$ cat config.mk
export PLATFORM = sky130hd
export DESIGN_NAME = param_multicycle_core
export DESIGN_NICKNAME = d
export VERILOG_FILES = /design/src/rtl/param_multicycle_core.sv
export SDC_FILE = /design/constraint.sdc
export NUM_CORES = 1
export LEC_CHECK = 0
export CORE_ASPECT_RATIO = 1.1
export CORE_MARGIN = 10
export CORE_UTILIZATION = 40
export DETAILED_ROUTE_END_ITERATION = 10
export PLACE_DENSITY = 0.62
export SYNTH_ARGS = -nofsm -noshare
export SYNTH_HDL_FRONTEND = slang
export SYNTH_SLANG_ARGS = --single-unit
$ cat constraint.sdc
create_clock -name clk -period 7.1 [get_ports clk]
set_input_delay 1.065 -clock clk [delete_from_list [all_inputs] [get_ports clk]]
set_output_delay 1.065 -clock clk [all_outputs]
set_load 0.01 [all_outputs]
$ cat src/rtl/param_multicycle_core.sv
// Self-sequencing multicycle accumulator-file CPU core with C/Z/N flags and a req/ack memory port.
// Latency: ALU/JMP/JZ 3 cycles, LOAD/STORE 4, HALT 2 with zero-wait memory, plus 1 per wait cycle.
// Backpressure: each access holds its state until mem_ack; run=0 parks the core in FETCH1 with no request.
module param_multicycle_core #(
    parameter int            DW       = 8,
    parameter int            AW       = 13,
    parameter int            NREG     = 4,
    parameter logic [AW-1:0] RESET_PC = '0
) (
    input  logic          clk,
    input  logic          rst,
    input  logic          run,
    output logic          mem_req,
    output logic          mem_we,
    output logic [AW-1:0] mem_addr,
    output logic [DW-1:0] mem_wdata,
    input  logic [DW-1:0] mem_rdata,
    input  logic          mem_ack,
    output logic          halted,
    output logic [AW-1:0] pc_dbg,
    output logic [2:0]    flags_dbg
);
    localparam int RW = $clog2(NREG);

    localparam logic [2:0] OP_LOAD  = 3'b000;
    localparam logic [2:0] OP_STORE = 3'b001;
    localparam logic [2:0] OP_JMP   = 3'b010;
    localparam logic [2:0] OP_JZ    = 3'b011;
    localparam logic [2:0] OP_ADC   = 3'b101;
    localparam logic [2:0] OP_AND   = 3'b110;
    localparam logic [2:0] OP_HALT  = 3'b111;

    typedef enum logic [2:0] {
        S_FETCH1,
        S_DECODE,
        S_FETCH2,
        S_EXEC,
        S_MEM_RD,
        S_MEM_WR,
        S_HALT
    } state_t;

    state_t        state_q;
    logic [AW-1:0] pc_q;
    logic [DW-1:0] ir_q;
    logic [DW-1:0] tr_q;
    logic [DW-1:0] r_q [NREG];
    logic          c_q, z_q, n_q;

    logic [2:0]    op;
    logic [RW-1:0] ra, rb;
    logic [DW-4:0] hi;
    logic          ack;
    logic          cin;
    logic [AW-1:0] pc_inc_d;
    logic [AW-1:0] f2_addr_d;
    logic [AW-1:0] op_addr_d;
    logic [DW:0]   sum_d;
    logic [DW-1:0] alu_d;

    assign op = ir_q[DW-1:DW-3];
    assign ra = ir_q[RW-1:0];
    assign rb = ir_q[2*RW-1:RW];
    assign hi = ir_q[DW-4:0];

    assign pc_inc_d  = pc_q + AW'(1);
    // The jump target is formed from the word arriving on the bus, before it lands in tr_q.
    assign f2_addr_d = AW'({hi, mem_rdata});
    assign op_addr_d = AW'({hi, tr_q});

    assign cin   = (op == OP_ADC) && c_q;
    assign sum_d = {1'b0, r_q[ra]} + {1'b0, r_q[rb]} + {{DW{1'b0}}, cin};
    assign alu_d = (op == OP_AND) ? (r_q[ra] & r_q[rb]) : sum_d[DW-1:0];

    // Gated by rst so an access in flight is withdrawn as soon as reset asserts.
    assign mem_req   = rst && (((state_q == S_FETCH1) && run) || (state_q == S_FETCH2) ||
                               (state_q == S_MEM_RD) || (state_q == S_MEM_WR));
    assign mem_we    = rst && (state_q == S_MEM_WR);
    assign mem_addr  = ((state_q == S_MEM_RD) || (state_q == S_MEM_WR)) ? op_addr_d : pc_q;
    assign mem_wdata = r_q[ra];
    assign ack       = mem_req && mem_ack;

    assign halted    = (state_q == S_HALT);
    assign pc_dbg    = pc_q;
    assign flags_dbg = {n_q, z_q, c_q};

    always_ff @(posedge clk or negedge rst) begin
        if (!rst) begin
            state_q <= S_FETCH1;
            pc_q    <= RESET_PC;
            ir_q    <= '0;
            tr_q    <= '0;
            c_q     <= 1'b0;
            z_q     <= 1'b0;
            n_q     <= 1'b0;
            for (int i = 0; i < NREG; i++) r_q[i] <= '0;
        end else begin
            case (state_q)
                S_FETCH1: if (ack) begin
                    ir_q    <= mem_rdata;
                    pc_q    <= pc_inc_d;
                    state_q <= S_DECODE;
                end
                S_DECODE: begin
                    if (op == OP_HALT)  state_q <= S_HALT;
                    else if (op[2])     state_q <= S_EXEC;
                    else                state_q <= S_FETCH2;
                end
                S_FETCH2: if (ack) begin
                    tr_q <= mem_rdata;
                    case (op)
                        OP_JMP: begin
                            pc_q    <= f2_addr_d;
                            state_q <= S_FETCH1;
                        end
                        OP_JZ: begin
                            pc_q    <= z_q ? f2_addr_d : pc_inc_d;
                            state_q <= S_FETCH1;
                        end
                        OP_LOAD: begin
                            pc_q    <= pc_inc_d;
                            state_q <= S_MEM_RD;
                        end
                        OP_STORE: begin
                            pc_q    <= pc_inc_d;
                            state_q <= S_MEM_WR;
                        end
                        default: state_q <= S_FETCH1;
                    endcase
                end
                S_EXEC: begin
                    r_q[ra] <= alu_d;
                    c_q     <= (op == OP_AND) ? 1'b0 : sum_d[DW];
                    z_q     <= (alu_d == '0);
                    n_q     <= alu_d[DW-1];
                    state_q <= S_FETCH1;
                end
                S_MEM_RD: if (ack) begin
                    r_q[ra] <= mem_rdata;
                    state_q <= S_FETCH1;
                end
                S_MEM_WR: if (ack) state_q <= S_FETCH1;
                S_HALT:   state_q <= S_HALT;
                default:  state_q <= S_FETCH1;
            endcase
        end
    end
endmodule

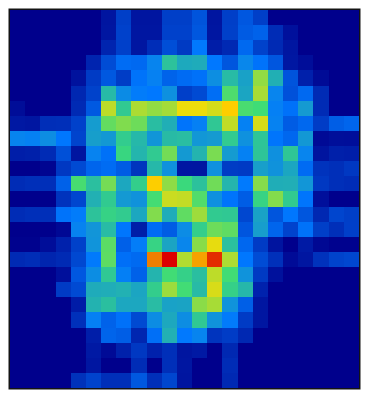
*Signal metal coverage by tile, run 1*
Drawn at 3 px/um. The die is cut into 23 by 25 equal tiles; dark blue is low, red is high, scaled to the fullest tile. Values are wire area over tile area, all layers added.
The densest ninth of the die: middle. 30% of the tiles are nearly empty. The fullest tile reaches 0.61. 9.4% of the tiles are over half the peak.
vias: 3192
DR WL/cell: 19.3 um

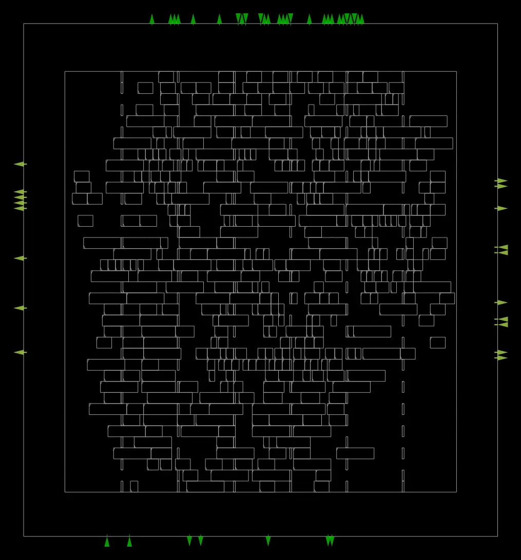
*Cell placement, run 1*
# fillers: 909
Flop Count: 67
sequential cell area share: 34.7%
n_taps: 120
final std cells w/o fill: 551

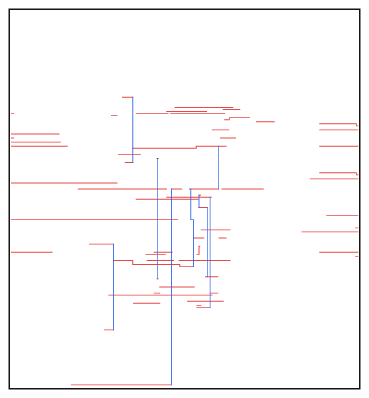
*Wiring by layer, run 1*
Drawn at 3 px/um. Two of the layers only.
Key: blue = met4 [wire length 261 um]; red = met3 [wire length 712 um]
drt total wl: 10600 um
Global Route Usage Sum: 15.2%

==> flow_summary.ini, run 1 <==
; synthesis and place-and-route metrics
[critical_path]
slowest_stage = dfrtp_1
crit_top_cell = fa_1
critPathKind = register to register
cp_top_family = multiplexers
arrival_ns = 3.99
r2r_slack_ns = 3.35
crit_path_start_kind = register

[floorplan]
die_y_um = 126
rows = 38

[layout]
final_area_um2 = 4840
nClkBuffers = 14

[power_and_ir_drop]
power-top-group = combinational cells
p_seq_mw = 0.788

[drt]
top_layer_used = met4

[yosys]
synth.most_common_cell = dfrtp_1
yosysUniqueCellTypes = 52
synth_warnings = 0

[global_route]
use_met3_pct = 4.27
grt_pass1_wl_um = 17500

[sta]
fin_crit_ns = 3.75

[status]
outcome = finished, final reports clean
[run 1: cell families after synthesis]
family                     share of synthesized area (%)
AOI/OAI and AO/OA                                   13.3
adders and majority gates                           3.74
and+or+nand+nor                                     13.2
buffers and inverters                               3.68
xor gates and xnor gates                           0.643
DFF                                                 41.0
muxes                                               24.4
[run 1: placed cells by master (no fill, tap or decap), types with 2 or more instances in the layout]
master	n
dfrtp_1	67
mux2_2	53
clkdlybuf4s50_1	50
a21oi_1	34
nand2_1	33
nor2_1	29
o21ai_0	25
mux4_2	16
clkbuf_8	10
ha_1	9
inv_1	8
nor3_1	6
o22ai_1	6
nand3_1	6
nand2b_1	5
nand3b_1	5
mux2i_1	4
a31oi_1	4
clkbuf_1	4
and3_1	3
nand4_1	3
xor2_1	3
a22oi_1	3
a2bb2oi_1	3
buf_4	3
o21a_1	2
and2_1	2
a211oi_2	2
or2_2	2
a21o_1	2
or3_1	2
nor3b_1	2
a41oi_1	2
a211oi_1	2
fa_1	2
[run 1: how the worst min path moves through the flow]
| stage | start | end | slack, ns | cells past startpoint |
|---|---|---|---|---|
| finish | n_q | n_q | 0.48 | 2 |
| detailed placement | n_q | n_q | 0.48 | 2 |
| CTS | n_q | n_q | 0.49 | 2 |
| floorplan | n_q | n_q | 0.45 | 2 |
| global placement | r_q[17] | r_q[17] | 0.48 | 2 |
| global route | tr_q[3] | tr_q[3] | 0.51 | 1 |
[run 1: state kept, by name, summed over array words and instances (netlist names)]
register  cells
c_q           1
ir_q          8
n_q           1
pc_dbg       13
r_q          32
state_q       3
tr_q          8
z_q           1
==> run 1 -> run 2 <==
clock period = 3.5 ns   (was 7.1 ns; I/O delays follow)
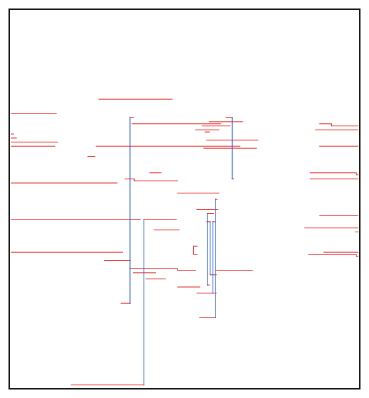
*Wiring by layer, run 2*
Drawn at 3 px/um. Two of the layers only.
Key: blue = met4 [wire length 242 um]; red = met3 [wire length 643 um]
Global Route Usage Sum: 14.9%
DR WL/cell: 19.2 um
vias: 3207
drt total wl: 10700 um

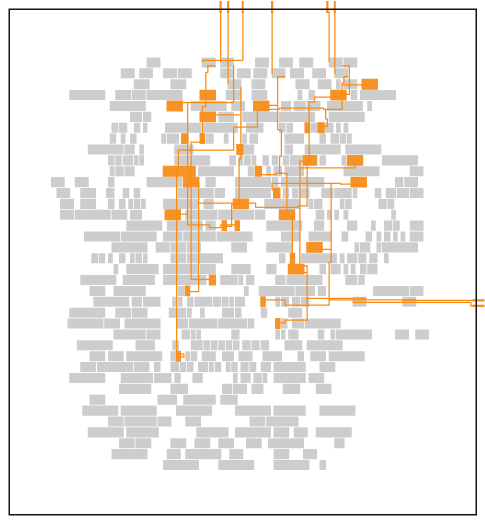
*Wires at chosen ports, followed through buffers, run 2*
Drawn at 4 px/um.
Key: orange = `mem_rdata` [bits 8, direction input, edge 6 top, 2 right, end cells 32, buffers 8, wire 813 um]

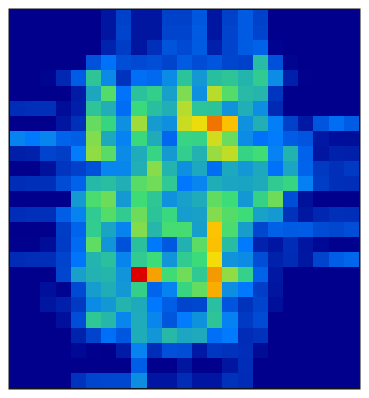
*Signal metal coverage by tile, run 2*
Drawn at 3 px/um. The die is cut into 23 by 25 equal tiles; dark blue is low, red is high, scaled to the fullest tile. Values are wire area over tile area, all layers added.
The densest ninth of the die: middle. 30% of the tiles are nearly empty. The mean over all tiles is 0.12.

==> flow_summary.ini, run 2 <==
; synthesis and place-and-route metrics
[clock_tree]
cts_sinks = 67
postCtsSetupBuffers = 0
tritoncts = yes
clkLatencyLatePin_ns = 0.36

[layout]
area_growth_pct = 20.2
largest_reg_flops = 32
lay_top_count = dfrtp_1
final_cell_mix = 67 x dfrtp_1, 53 x mux2_2, 50 x clkdlybuf4s50_1, 34 x a21oi_1, 33 x nand2_1
final_area_um2 = 4910
stdcell_count = 556

[global_route]
grt_pass1_vias = 3188
grt_pass1_wl_um = 17200
grt_max_degree = 60

[critical_path]
crit_path_start_kind = register
critPathKind = register to register
r2r_slack_ns = 0.39
cp_top_family = multiplexers
arrival_ns = 3.34
slowest_stage = mux4_2

[sta]
period_used_pct = 88.8
fin_crit_ns = 3.11

[yosys]
synth.most_common_cell = dfrtp_1
top_area_share_pct = 41.0
synth_warnings = 0
yosysUniqueCellTypes = 52
synth-main-ff-cell = dfrtp_1

[status]
outcome = finished, final reports clean

[drt]
via_per_inst = 5.77

[floorplan]
die_y_um = 126

[placement]
dp_hpwl_um = 7650
## run 2: cell counts after synthesis
Identical to the previous run, type by type.
## run 2: logic make-up after synthesis
logic type      after synthesis  synth area share (%)
simple gates                108                  13.2
compound gates               91                  13.3
mux                          73                  24.4
flops                        67                  41.0
buf+inv                      32                  3.68
fa+ha+maj                    11                  3.74
xor+xnor                      3                 0.643
## run 2: report_power, final
part           internal, mW  switching (mW)  leakage, nW  total (mW)
clock network         0.420           0.320        0.108       0.741
registers              1.12           0.352        0.840        1.47
logic                  1.66            1.63         1.12        3.30
## run 2: cell type report
class,count,area [um^2]
fill,926,5020
clock inverter,6,88.8
multi-input combinational,286,2260
timing repair buffer,59,566
tap,120,150
inverter,8,30.0
sequential,67,1680
clock buffer,10,138
## run 2: metal layers
metal  track usage [%]  wire length (um)
met5                 0                 0
met4              6.19               242
met3              3.94               642
met2              23.7              5110
met1              18.6              4680
## run 2: worst max-delay path by stage
| stage | end | slack [ns] | depth (start not counted) |
|---|---|---|---|
| CTS | r_q[31] | 0.38 | 9 |
| detailed placement | r_q[7] | 0.40 | 9 |
| finish | r_q[31] | 0.39 | 9 |
| floorplan | r_q[30] | 0.06 | 12 |
| global route | r_q[31] | 0.16 | 9 |
| global placement | r_q[15] | 0.43 | 9 |
## run 2: metrics by stage
stage / worst slack [ns] / hold WS [ns] / power (mW)
floorplan: 0.0617 / 0.229 / 3.65
global placement: 0.428 / 0.418 / 4.74
detailed placement: 0.398 / 0.421 / 4.79
CTS: 0.381 / 0.0379 / 5.55
global route: 0.165 / 0.0396 / 5.96
finish: 0.393 / 0.0265 / 5.51
==> run 2 -> run 3 <==
clock period = 3.41 ns   (was 3.5 ns; I/O delays follow)
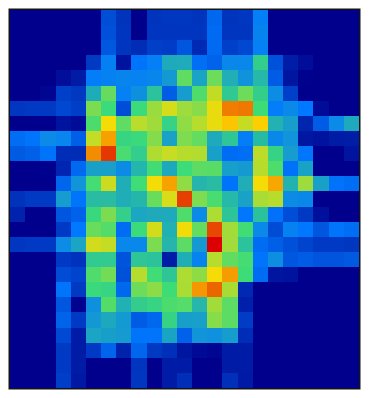
*Signal metal coverage by tile, run 3*
Drawn at 3 px/um. The die is cut into 23 by 25 equal tiles; dark blue is low, red is high, scaled to the fullest tile. Values are wire area over tile area, all layers added.
The emptiest ninth of the die: bottom right. The densest ninth of the die: middle. The mean over all tiles is 0.12. The fullest tile reaches 0.50. 31% of the tiles are nearly empty. 18% of the tiles are over half the peak.

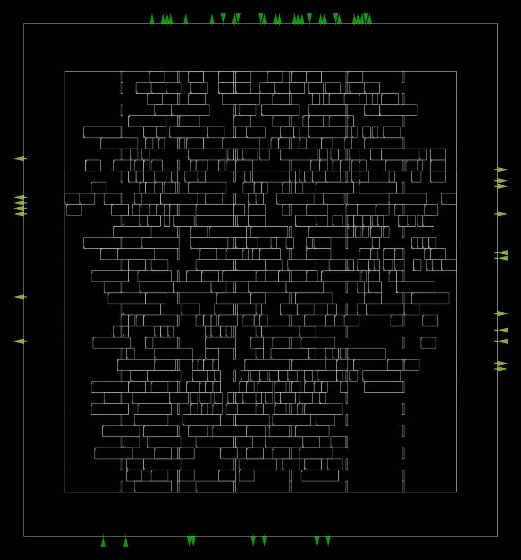
*Cell placement, run 3*
sequential cell area share: 34.2%
post-layout util: 49.3%

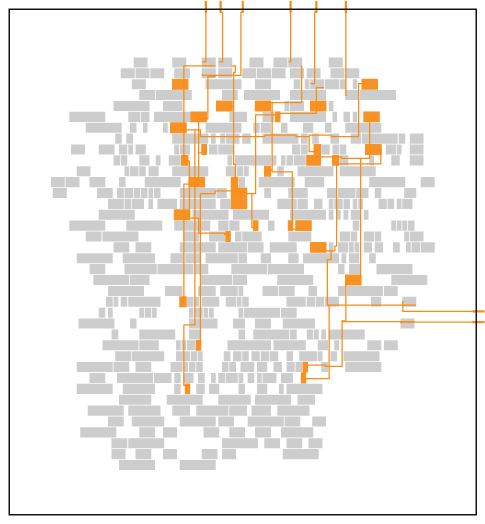
*Wires at chosen ports, followed through buffers, run 3*
Drawn at 4 px/um.
Key: orange = `mem_rdata` [bits 8, direction input, edge 6 top, 2 right, end cells 32, buffers 8, wire 838 um]
I/O pin cnt: 52
port bufs: 51

==> flow_summary.ini, run 3 <==
; synthesis and place-and-route metrics
[yosys]
synth.most_common_cell = dfrtp_1
top_area_share_pct = 41.0
synth_warnings = 0

[clock_tree]
cts_sinks = 67
tritoncts = yes

[layout]
lay_top_count = dfrtp_1
area_growth_pct = 19.9
comb_area_um2 = 2260
register_area_um2 = 1680

[critical_path]
critPathKind = register to register
slowest_stage = mux4_2
cp_top_family = multiplexers

[power_and_ir_drop]
clkPwrFrac_pct = 11.6
seq_power_share_pct = 26.7
swShare_pct = 42.2
power-top-group = combinational cells
intPower_mw = 3.22

[global_route]
grt_max_degree = 44
grt_usage_pct = 15.1
grt_pass1_wl_um = 17200

[sta]
period_used_pct = 92.2
fin_crit_ns = 3.14

[status]
outcome = finished, final reports clean

[drt]
wl_per_cell_um = 19.5
-- run 3: per-layer routing --
| metal | part of all wire [%] | global-route usage, % | up-vias |
|---|---|---|---|
| met5 | 0 | 0 | - |
| met4 | 1.6 | 6.56 | 0 |
| met3 | 5.1 | 3.37 | 11 |
| met2 | 49 | 23.0 | 75 |
| met1 | 45 | 20.1 | 1615 |
| li1 | - | - | 1511 |
-- run 3: final cells by class --
cell class / instances / share of cell area [%]
Sequential cell: 67 / 34.2
Multi-Input combinational cell: 286 / 46.2
Inverter: 8 / 0.613
Timing Repair Buffer: 63 / 12.2
Clock buffer: 11 / 2.89
Clock inverter: 3 / 0.817
Tap cell: 120 / 3.06
-- run 3: cells by family after synthesis --
family	after synthesis	synth area share (%)
buffers and inverters	32	3.68
AND-OR/OR-AND	91	13.3
multiplexers	73	24.4
adder cells (fa/ha/maj)	11	3.74
XOR/XNOR	3	0.643
flip-flops	67	41.0
AND/OR/NAND/NOR	108	13.2
-- run 3: worst paths after layout --
kind                          from    endpoint  slack, ns  cells after the start
setup / recovery           ir_q[0]     r_q[30]       0.27                     10
hold / removal             tr_q[0]     tr_q[0]       0.50                      1
setup reg to reg           ir_q[0]     r_q[30]       0.27                     10
hold reg to reg            tr_q[0]     tr_q[0]       0.50                      1
max in group asynchronous      rst     r_q[22]       1.64                      4
min in group asynchronous      rst  state_q[0]       0.56                      2
-- run 3: per-stage QoR --
stage                     util, %  hold WS (ns)  setup slack, ns  instances  total power, mW
final                        49.3         0.503            0.266        558             5.56
after global routing         49.3         0.514           0.0971        558             6.02
after CTS                    49.3         0.503            0.274        558             5.60
after detailed placement     47.4         0.337            0.289        543             4.93
after global placement       47.4         0.335            0.357        543             4.87
after floorplan                 -         0.216           0.0373        385             3.75
No activity file was given, so power comes from the tool's default toggle rates.
